===== config.mk =====
export PLATFORM = sky130hd
export DESIGN_NAME = vga_fb_scanout
export DESIGN_NICKNAME = d
export VERILOG_FILES = /design/src/rtl/vga_fb_scanout.sv
export SDC_FILE = /design/constraint.sdc
export NUM_CORES = 1
export LEC_CHECK = 0
export ABC_AREA = 1
export CORE_MARGIN = 5
export CORE_UTILIZATION = 35
export DETAILED_ROUTE_END_ITERATION = 12
export GPL_ROUTABILITY_DRIVEN = 1
export PLACE_DENSITY_LB_ADDON = 0.2
export SLEW_MARGIN = 20
export SYNTH_ARGS = -nofsm -noshare
export SYNTH_HDL_FRONTEND = slang
export SYNTH_SLANG_ARGS = --single-unit

===== constraint.sdc =====
create_clock -name clk -period 6 [get_ports clk]
set_input_delay 1.2 -clock clk [delete_from_list [all_inputs] [get_ports clk]]
set_output_delay 1.2 -clock clk [all_outputs]
set_load 0.02 [all_outputs]

===== src/rtl/vga_fb_scanout.sv =====
// vga_fb_scanout: VGA scan-out engine.
//   Counter stage generates h/v timing and issues one framebuffer read per
//   memory word; returning words land in a 2-entry FIFO; the output stage runs
//   LAG = RD_LAT+1 pixel ticks behind, unpacks/upscales the word and drives
//   registered RGB, sync and blank pads.
// Ports:
//   clk, rst_n       clock, synchronous active-low reset
//   pix_en           pixel-clock enable (all timing advances only when high)
//   fb_base          word address of source pixel (0,0), taken once per frame
//   mem_addr/mem_rd  framebuffer read address and one-clk read strobe
//   mem_rdata        read data, valid RD_LAT clks after mem_rd
//   rgb              pixel colour, 0 while blank
//   h_sync/v_sync    sync pads, asserted level = SYNC_POL
//   blank            high outside the active area
//   frame_start      one-clk pulse when the output stage shows pixel (0,0)
module vga_fb_scanout #(
  parameter int H_ACTIVE   = 640,
  parameter int H_FP       = 16,
  parameter int H_SYNC     = 96,
  parameter int H_BP       = 48,
  parameter int V_ACTIVE   = 480,
  parameter int V_FP       = 10,
  parameter int V_SYNC     = 2,
  parameter int V_BP       = 33,
  parameter bit SYNC_POL   = 1'b0,
  parameter int MEM_AW     = 14,
  parameter int MEM_DW     = 16,
  parameter int BPP        = 8,
  parameter int SCALE_LOG2 = 2,
  parameter int RD_LAT     = 1
) (
  input  logic              clk,
  input  logic              rst_n,
  input  logic              pix_en,
  input  logic [MEM_AW-1:0] fb_base,
  output logic [MEM_AW-1:0] mem_addr,
  output logic              mem_rd,
  input  logic [MEM_DW-1:0] mem_rdata,
  output logic [BPP-1:0]    rgb,
  output logic              h_sync,
  output logic              v_sync,
  output logic              blank,
  output logic              frame_start
);
  localparam int H_TOTAL  = H_ACTIVE + H_FP + H_SYNC + H_BP;
  localparam int V_TOTAL  = V_ACTIVE + V_FP + V_SYNC + V_BP;
  localparam int HW       = $clog2(H_TOTAL);
  localparam int VW       = $clog2(V_TOTAL);
  localparam int PPW      = MEM_DW / BPP;
  localparam int PPW_LOG2 = $clog2(PPW);
  localparam int WSHIFT   = PPW_LOG2 + SCALE_LOG2;
  localparam int SPAN     = 1 << WSHIFT;           // screen pixels per word
  localparam int SMASK    = (1 << SCALE_LOG2) - 1;
  localparam int SRC_W    = H_ACTIVE >> SCALE_LOG2;
  localparam int WPL      = SRC_W / PPW;
  localparam int LAG      = RD_LAT + 1;
  localparam int KW       = (PPW_LOG2 > 0) ? PPW_LOG2 : 1;

  // ---------------- counter stage ----------------
  logic [HW-1:0]     h_cnt_q, h_cnt_d;
  logic [VW-1:0]     v_cnt_q, v_cnt_d;
  logic [MEM_AW-1:0] base_q, line_addr_q, mem_addr_q;
  logic              mem_rd_q;
  logic              h_wrap, v_wrap, c_act, c_hs, c_vs, c_sof, c_last, fetch, line_step;
  logic [KW-1:0]     c_k;

  assign h_wrap    = int'(h_cnt_q) == H_TOTAL - 1;
  assign v_wrap    = int'(v_cnt_q) == V_TOTAL - 1;
  assign c_act     = (int'(h_cnt_q) < H_ACTIVE) && (int'(v_cnt_q) < V_ACTIVE);
  assign c_hs      = (int'(h_cnt_q) >= H_ACTIVE + H_FP) && (int'(h_cnt_q) < H_ACTIVE + H_FP + H_SYNC);
  assign c_vs      = (int'(v_cnt_q) >= V_ACTIVE + V_FP) && (int'(v_cnt_q) < V_ACTIVE + V_FP + V_SYNC);
  assign c_sof     = (h_cnt_q == '0) && (v_cnt_q == '0);
  assign fetch     = c_act && ((int'(h_cnt_q) & (SPAN - 1)) == 0);
  assign c_last    = (int'(h_cnt_q) & (SPAN - 1)) == SPAN - 1;
  assign c_k       = KW'((int'(h_cnt_q) >> SCALE_LOG2) & (PPW - 1));
  // Step to the next source line after the last replica of the current one.
  assign line_step = c_act && (int'(h_cnt_q) == H_ACTIVE - 1) && ((int'(v_cnt_q) & SMASK) == SMASK);

  always_comb begin
    h_cnt_d = h_cnt_q;
    v_cnt_d = v_cnt_q;
    if (pix_en) begin
      if (h_wrap) begin
        h_cnt_d = '0;
        v_cnt_d = v_wrap ? '0 : v_cnt_q + VW'(1);
      end else begin
        h_cnt_d = h_cnt_q + HW'(1);
      end
    end
  end

  always_ff @(posedge clk) begin
    if (!rst_n) begin
      h_cnt_q     <= '0;
      v_cnt_q     <= '0;
      mem_rd_q    <= 1'b0;
      mem_addr_q  <= '0;
      base_q      <= fb_base;
      line_addr_q <= fb_base;
    end else begin
      h_cnt_q  <= h_cnt_d;
      v_cnt_q  <= v_cnt_d;
      mem_rd_q <= pix_en && fetch;
      if (pix_en && fetch)
        mem_addr_q <= line_addr_q + MEM_AW'(int'(h_cnt_q) >> WSHIFT);
      if (pix_en) begin
        // Latch the next frame's base on entering the first blank line so a
        // mid-frame fb_base change never tears the current frame.
        if (h_wrap && (int'(v_cnt_q) == V_ACTIVE - 1)) base_q <= fb_base;
        if (h_wrap && v_wrap)  line_addr_q <= base_q;
        else if (line_step)    line_addr_q <= line_addr_q + MEM_AW'(WPL);
      end
    end
  end

  assign mem_rd   = mem_rd_q;
  assign mem_addr = mem_addr_q;

  // ---------------- delay line to the output stage ----------------
  logic [LAG-1:0]         act_p, hs_p, vs_p, sof_p, last_p;
  logic [LAG-1:0][KW-1:0] k_p;

  always_ff @(posedge clk) begin
    if (!rst_n) begin
      act_p <= '0; hs_p <= '0; vs_p <= '0; sof_p <= '0; last_p <= '0; k_p <= '0;
    end else if (pix_en) begin
      act_p[0] <= c_act; hs_p[0] <= c_hs; vs_p[0] <= c_vs;
      sof_p[0] <= c_sof; last_p[0] <= c_last; k_p[0] <= c_k;
      for (int i = 1; i < LAG; i++) begin
        act_p[i] <= act_p[i-1]; hs_p[i] <= hs_p[i-1]; vs_p[i] <= vs_p[i-1];
        sof_p[i] <= sof_p[i-1]; last_p[i] <= last_p[i-1]; k_p[i] <= k_p[i-1];
      end
    end
  end

  // ---------------- return path and word FIFO ----------------
  // Capture is clk-timed so data is never lost during pix_en gaps.
  logic [RD_LAT-1:0]          vld_pipe_q;
  logic [1:0][MEM_DW-1:0]     fifo_q;
  logic                       wr_ptr_q, rd_ptr_q;
  logic [1:0]                 cnt_q;
  logic                       push, pop, fifo_empty, have, do_pop, pop_store, wr_en;
  logic [PPW-1:0][BPP-1:0]    head_pix;

  assign push       = vld_pipe_q[RD_LAT-1];
  assign pop        = pix_en && act_p[LAG-1] && last_p[LAG-1];
  assign fifo_empty = cnt_q == 2'd0;
  // With pix_en every clk a word arrives on the same edge its first pixel is
  // shown, so an empty FIFO forwards mem_rdata straight through.
  assign have       = !fifo_empty || push;
  assign head_pix   = fifo_empty ? mem_rdata : fifo_q[rd_ptr_q];
  assign do_pop     = pop && have;
  assign pop_store  = do_pop && !fifo_empty;
  assign wr_en      = push && !(do_pop && fifo_empty) && ((cnt_q != 2'd2) || pop_store);

  always_ff @(posedge clk) begin
    if (!rst_n) begin
      vld_pipe_q <= '0;
      fifo_q     <= '0;
      wr_ptr_q   <= 1'b0;
      rd_ptr_q   <= 1'b0;
      cnt_q      <= 2'd0;
    end else begin
      vld_pipe_q[0] <= mem_rd_q;
      for (int i = 1; i < RD_LAT; i++) vld_pipe_q[i] <= vld_pipe_q[i-1];
      if (pop_store) rd_ptr_q <= ~rd_ptr_q;
      if (wr_en) begin
        fifo_q[wr_ptr_q] <= mem_rdata;
        wr_ptr_q         <= ~wr_ptr_q;
      end
      cnt_q <= cnt_q + 2'(wr_en) - 2'(pop_store);
    end
  end

  a_fifo_no_empty_pop: assert property (@(posedge clk) disable iff (!rst_n) !(pop && !have));
  a_fifo_no_overflow:  assert property (@(posedge clk) disable iff (!rst_n)
                                        !(push && (cnt_q == 2'd2) && !pop_store));

  // ---------------- output registers ----------------
  logic [BPP-1:0] rgb_q;
  logic           blank_q, hs_q, vs_q, fs_q;

  always_ff @(posedge clk) begin
    if (!rst_n) begin
      rgb_q   <= '0;
      blank_q <= 1'b1;
      hs_q    <= !SYNC_POL;
      vs_q    <= !SYNC_POL;
      fs_q    <= 1'b0;
    end else begin
      fs_q <= pix_en && sof_p[LAG-1];
      if (pix_en) begin
        rgb_q   <= (act_p[LAG-1] && have) ? head_pix[k_p[LAG-1]] : '0;
        blank_q <= !act_p[LAG-1];
        hs_q    <= hs_p[LAG-1] ? SYNC_POL : !SYNC_POL;
        vs_q    <= vs_p[LAG-1] ? SYNC_POL : !SYNC_POL;
      end
    end
  end

  assign rgb         = rgb_q;
  assign blank       = blank_q;
  assign h_sync      = hs_q;
  assign v_sync      = vs_q;
  assign frame_start = fs_q;
endmodule

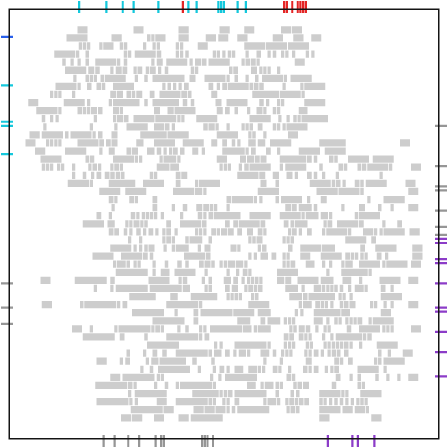
*I/O pins on the die edge, run 1*
Pins as bars across the die edge, other pins in grey.
legend:
  blue:
    port: clk
    pins: 1
    direction: input
    edge: left
  cyan:
    port: mem_rdata
    pins: 16
    direction: input
    edge: 12 top, 4 left
  red:
    port: rgb
    pins: 8
    direction: output
    edge: top
  purple:
    port: mem_addr
    pins: 14
    direction: output
    edge: 10 right, 4 bottom

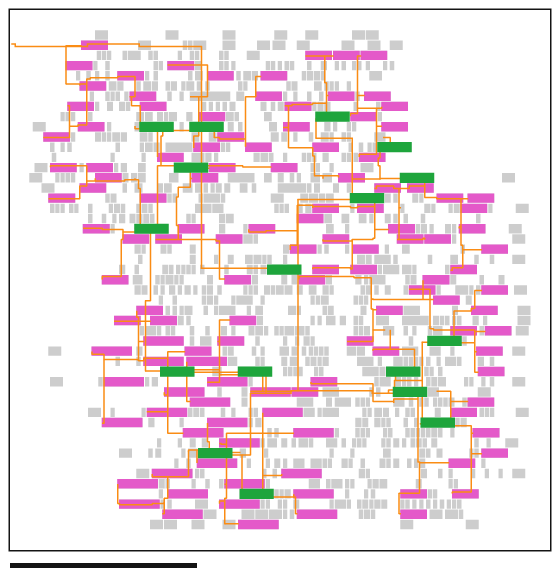
*Clock wires, drivers and flops, run 1*
The bar under the picture is 50 um long.
legend:
  green:
    item: cells driving clock nets
    count: 17
  orange:
    item: clock wires
    length: 1790 um
  magenta:
    item: flip-flops
    count: 124
routed clock nets: 18

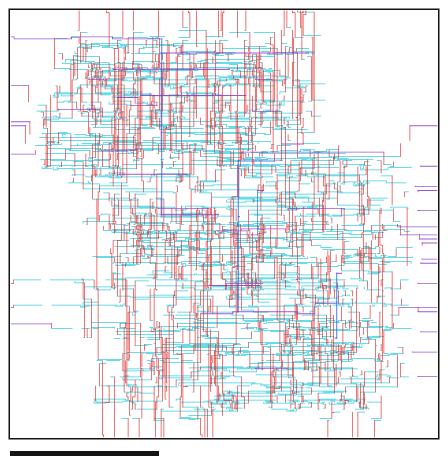
*Metal layers overlaid, run 1*
The bar under the picture is 50 um long.
legend:
  blue:
    layer: met4
    wire_length: 147 um
  purple:
    layer: met3
    wire_length: 673 um
  red:
    layer: met2
    wire_length: 6680 um
  cyan:
    layer: met1
    wire_length: 8440 um

run 1: metal layers:
metal | global-route usage (%) | up-vias | part of all wire (%)
li1 | - | 2942 | -
met1 | 24.3 | 2465 | 53
met2 | 23.4 | 78 | 42
met3 | 3.80 | 10 | 4.2
met4 | 5.20 | 0 | 0.92
met5 | 0 | - | 0
run 1: area by class of cell:
cell class | instances | area, um2 | area share [%]
repair buffers | 62 | 608 | 8.04
inverters | 111 | 417 | 5.51
clock inverters | 15 | 124 | 1.64
multi-input cells | 612 | 2940 | 38.9
flip-flops and latches | 124 | 2760 | 36.5
clock buffers | 17 | 425 | 5.62
well taps | 229 | 287 | 3.79
run 1: placed cells by master, fill, tap and decap left out, types with 2 or more instances in the layout:
cell type and count:
nand2_1 278, inv_1 109, dfxtp_1 96, nor2_1 86
clkdlybuf4s50_1 58, a21oi_1 56, nand3_1 43, o21ai_0 37
nand4_1 30, edfxtp_1 28, clkbuf_16 17, ha_1 15
a31oi_1 12, xor2_1 11, nor3_1 11, o22ai_1 5
clkinvlp_4 5, o211ai_1 4, nand3b_1 4, clkinv_1 3
buf_4 3, xnor2_1 2, nand3b_4 2, nand3_2 2
nor2_2 2, nand2_2 2, inv_2 2, clkinv_2 2
clkinv_4 2, inv_6 2
run 1: per-stage QoR:
| stage | cells | hold WS [ns] | cell area, um2 | worst slack [ns] |
|---|---|---|---|---|
| 2_1_floorplan | 879 | 0.407 | 6290 | 2.92 |
| 4_1_cts | 1170 | 0.434 | 7570 | 2.74 |
| 5_1_grt | 1170 | 0.449 | 7570 | 2.47 |
| 3_5_place_dp | 1138 | 0.423 | 7020 | 2.31 |
| 6_report | 1170 | 0.435 | 7570 | 2.74 |
| 3_3_place_gp | 1138 | 0.422 | 7020 | 2.35 |
run 1: power breakdown:
part           internal (uW)  total (uW)  switching, uW
Clock                    565         955            389
Sequential               891         915           23.9
Combinational           80.4         199            119
run 1: logic make-up after synthesis:
| group | Yosys count | synth area share, % |
|---|---|---|
| flip-flops | 124 | 43.9 |
| AND/OR/NAND/NOR | 465 | 31.4 |
| XOR/XNOR | 13 | 1.81 |
| buffers and inverters | 143 | 9.25 |
| AND-OR/OR-AND | 118 | 10.3 |
| adder cells (fa/ha/maj) | 16 | 3.30 |
run 1: critical path, cell delays in order:
cell	delay (ns)
clkdlybuf4s50_1	0.61
nand2_2	0.15
inv_1	0.10
a31oi_4	0.49
nand2_1	0.15
ha_1	0.30
inv_1	0.03
ha_1	0.17
xor2_1	0.15
o21ai_0	0.15
a21oi_1	0.05
run 1: state kept, by name, indices dropped and copies added (netlist names), 8 cells and up:
name / count
fifo_q: 32
base_q: 14
line_addr_q: 14
mem_addr: 14
h_cnt_q: 10
v_cnt_q: 10
rgb: 8
==> flow_metrics.tcl, run 1 <==
# yosys + openroad results
set metrics [dict create \
    outcome "completed" \
    die_x_um 144 \
    postCtsSetupBuffers 0 \
    worst_setup_path_start_kind "primary input" \
    yosysUniqueCellTypes 37 \
    dr_total_vias 5495 \
    synth_top_area_share_pct 30.6 \
    power_density_mw_per_mm2 273 \
    synth_warnings 0 \
    syn-num-nets 928 \
    ys_seq_share_pct 43.9 \
    fin_util_pct 42.4 \
    common_cells "nand2_1, inv_1, dfxtp_1" \
    area_growth_pct 20.3 \
    clk_path_buf_depth 2 \
    grt_setup_unrepaired "no" \
    drtPass1Iterations 5 \
    wl_mm 15.9 \
    crit_end "cnt_q[1]$_SDFF_PN0_" \
    synth_flops 124 \
    min_period_ns 3.26 \
    cp.required_ns 6.30 \
    cts-root-buf "clkbuf_16" \
    syn_inst 879 \
    max_clock_freq_mhz 306 \
    worstMarginPinSlew_ns 0.875 \
    via_per_inst 4.70 \
    grt_overflow_total 0 \
    warnings 28 \
    slew_violations 0 \
    r2r_cells 11 \
    die-area_mm2 0.0207 \
    final.setup.tns_ns 0 \
    path_class "primary input to flop" \
    grtUsageTotal_pct 16.4 \
    peakVddDrop_mv 0.214 \
    top_cell "nand2_1" \
    fp-utilization_pct 35.2 \
    avgSynthCellArea_um2 7.15 \
    r2r_setup_slack_ns 3.36 \
    grt_pass1_wl_mm 27.0 \
    arrival_ns 3.56 \
    r2r-end "cnt_q[1]$_SDFF_PN0_" \
    crit_fanout 19 \
    flop_cell "dfxtp_1" \
    nets 977 \
    min_path_type "flop to flop" \
    synth_top_cell_by_area "dfxtp_1" \
    final_layout_size_suffix_gt1_share_pct 4.89 \
    antenna_found_initial 0 \
    maxCapViolations 0 \
    ys_area_mm2 0.00629 \
    port_buffers 59 \
    setup_violations 0 \
    core_mm2 0.0178 \
    p_leak_uw 0.00328 \
    whs_path_depth 1 \
    fin_skew_ns 0.0118 \
    syn_area_mm2 0.00629 \
    antenna_left 0 \
    r2r-start "cnt_q[1]$_SDFF_PN0_" \
    ys_cells 879 \
    synth.area.top_cells "dfxtp_1, nand2_1, edfxtp_1" \
    avgRoutedWirePerCell_um 13.6 \
    dieHeight_um 144 \
    cts_tree "yes" \
    num_rows 49 \
    hold_viol_final 0 \
    cts_sinks 124 \
    cts_resized 0 \
    hold_start "hs_p[1]$_SDFFE_PN0P_" \
    synthArstFlopShare_pct 0 \
    gp_congestion 0.849 \
    num-fill-cells 1901 \
    io-pin-count 60 \
    grt_pass1_vias 5280 \
    drc_errors 0 \
    period_used_pct 54.4 \
    antenna_cells 0 \
    htreeDepth 4 \
    cp-end-kind "flop" \
    clk_pin_slew_ns 0.06 \
    clk_latency_ns 0.42 \
    power_uw 2070 \
    startpoint "pix_en" \
    hold_path_end "h_sync$_SDFFE_PN1P_" \
    drt_iter0_markers 444 \
]
### Sequential cells coloured by netlist name, run 1

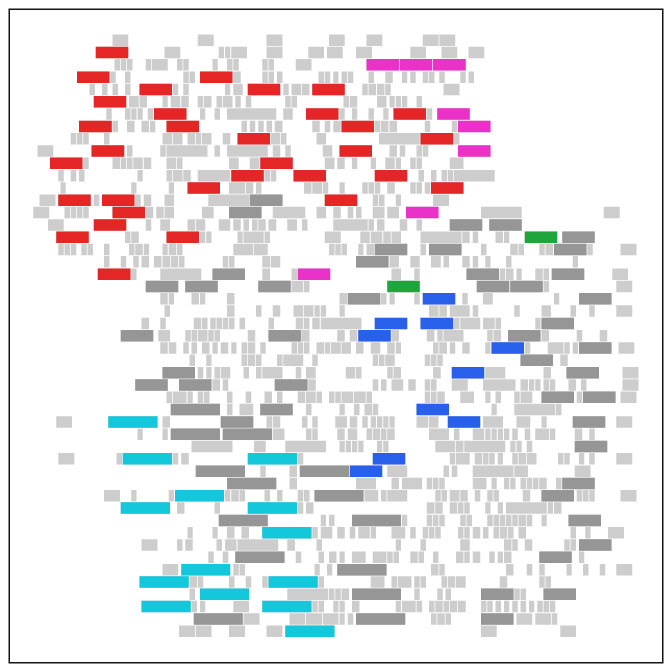

==> run 2, diff against run 1 <==
==> constraint.sdc (replaced) <==
create_clock -name clk -period 3.26 [get_ports clk]
set_input_delay 0.652 -clock clk [delete_from_list [all_inputs] [get_ports clk]]
set_output_delay 0.652 -clock clk [all_outputs]
set_load 0.02 [all_outputs]
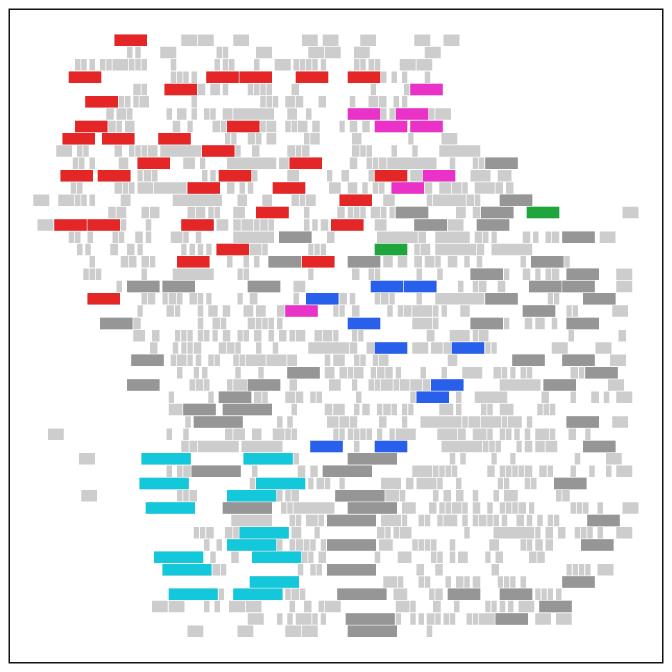
*Sequential cells coloured by netlist name, run 2*
legend:
  cyan:
    name_in_the_netlist: base_q
    placed_flops: 14
  magenta:
    name_in_the_netlist: rgb
    placed_flops: 8
    where: top centre
  red:
    name_in_the_netlist: fifo_q
    placed_flops: 32
  blue:
    name_in_the_netlist: h_cnt_q
    placed_flops: 10
    where: centre
  green:
    name_in_the_netlist: hs_p
    placed_flops: 2

==> flow_metrics.tcl, run 2 <==
# yosys + openroad results
set metrics [dict create \
    outcome "completed" \
    fin_util_pct 43.2 \
    clk_latency_ns 0.42 \
    cts_tree "yes" \
    lay_top_cells "nand2_1, inv_1, dfxtp_1" \
    combinationalPowerShare_pct 9.4 \
    gp_congestion 0.848 \
    min_path_type "flop to flop" \
    syn-num-nets 928 \
    p_leak_uw 0.00337 \
    setup_violations 0 \
    die_x_um 144 \
    clk_path_buf_depth 2 \
    via_per_inst 4.75 \
    period_used_pct 78.7 \
    drc_errors 0 \
    setup_ws_ns 0.694 \
    num_rows 49 \
    syn_area_mm2 0.00629 \
    path_class "primary input to flop" \
    drtPass1Iterations 5 \
    avgSynthCellArea_um2 7.15 \
    cp.required_ns 3.37 \
    ys_area_mm2 0.00629 \
    fin_skew_ns 0.00678 \
    min_period_ns 2.57 \
    edf_count 28 \
    max_stage_delay_ns 0.70 \
    wl_mm 16.0 \
    hold_start "vs_p[1]$_SDFFE_PN0P_" \
    cp_common_cell "nor2_1" \
    clk_pin_slew_ns 0.06 \
    switching_power_uw 975 \
    fin_hold_ws_ns 0.435 \
    slowest_stage "clkdlybuf4s50_1" \
    synth_flops 124 \
    htreeDepth 4 \
    ys_seq_share_pct 43.9 \
    final_layout_size_suffix_gt1_share_pct 6.11 \
    cts-root-buf "clkbuf_16" \
    hold_viol_final 0 \
    grt_setup_unrepaired "no" \
    internal_power_uw 3070 \
    yosysUniqueCellTypes 37 \
    seq_area_mm2 0.00276 \
    syn_inst 879 \
    power_frac_seq_pct 41.5 \
    slew_violations 0 \
    port_buffers 59 \
    num-fill-cells 1850 \
    final.setup.tns_ns 0 \
    startpoint "pix_en" \
    die-area_mm2 0.0207 \
    postCtsSetupBuffers 0 \
    swShare_pct 24.1 \
    cts_sinks 124 \
    fp-utilization_pct 35.2 \
    r2r-start "cnt_q[1]$_SDFF_PN0_" \
    flop_cell "dfxtp_1" \
    top_cell "nand2_1" \
    largest_register_ffs 32 \
    crit_fanout 14 \
    ys_cells 879 \
    dr_total_vias 5595 \
    dieHeight_um 144 \
    nets 987 \
    warnings 28 \
    top_register "fifo_q" \
    worstMarginPinSlew_ns 0.599 \
    arrival_ns 2.68 \
    io-pin-count 60 \
    synthArstFlopShare_pct 0 \
    cp-end-kind "flop" \
    avgRoutedWirePerCell_um 13.6 \
    lay_top_count "nand2_1" \
    drt_iter0_markers 352 \
    common_cells "nand2_1, inv_1, dfxtp_1" \
    area_growth_pct 22.6 \
    antenna_found_initial 0 \
    maxCapViolations 0 \
    grt_pass1_wl_mm 26.8 \
    grt_overflow_total 0 \
    power_density_mw_per_mm2 525 \
    clkPwrFrac_pct 49.1 \
]
[run 2: cell families after synthesis]
logic type	count (synthesis)	share of synthesized area, %
AND/OR/NAND/NOR	465	31.4
XOR/XNOR	13	1.81
flip-flops	124	43.9
AND-OR/OR-AND	118	10.3
buffers and inverters	143	9.25
adder cells (fa/ha/maj)	16	3.30
[run 2: worst paths after layout]
check,slack (ns),end,cells after the start
max,0.69,base_q[12]$_DFFE_PP_,8
min,0.43,v_sync$_SDFFE_PN1P_,1
max reg2reg,1.06,cnt_q[1]$_SDFF_PN0_,11
min reg2reg,0.43,v_sync$_SDFFE_PN1P_,1
[run 2: through the flow]
step,cells,total power (uW),instance area [um2]
floorplan,879,1930,6290
global placement,1148,2090,7090
detailed placement,1148,2090,7090
CTS,1179,4090,7710
global route,1179,4210,7710
finish,1179,4040,7710
[run 2: area by class of cell]
class | instances | share of cell area, %
clock buffer | 17 | 5.52
clock inverter | 14 | 2.50
timing repair buffer | 72 | 8.86
inverter | 111 | 5.40
tap | 229 | 3.72
multi-input combinational | 612 | 38.2
sequential | 124 | 35.8
[run 2: layer usage]
layer,vias up,wire (um),global-route usage [%]
li1,2960,-,-
met1,2500,8540,24.3
met2,120,6530,23.1
met3,15,757,3.67
met4,0,209,4.86
met5,-,0,0
[run 2: power groups by stage]
stage | registers (uW) | clock network [uW] | logic, uW
final | 1680 | 1980 | 380
after global routing | 1690 | 2100 | 432
after CTS | 1680 | 2030 | 384
after detailed placement | 1710 | 0 | 381
after global placement | 1710 | 0 | 380
after floorplan | 1730 | 0 | 206
[run 2: worst max-delay path: cells and delay by family]
family / cells / cell delay (ns)
simple gates: 3 / 0.62
compound gates: 1 / 0.16
buf+inv: 4 / 1.23
Power figures rest on the tool's default switching activity, not on a simulated workload.
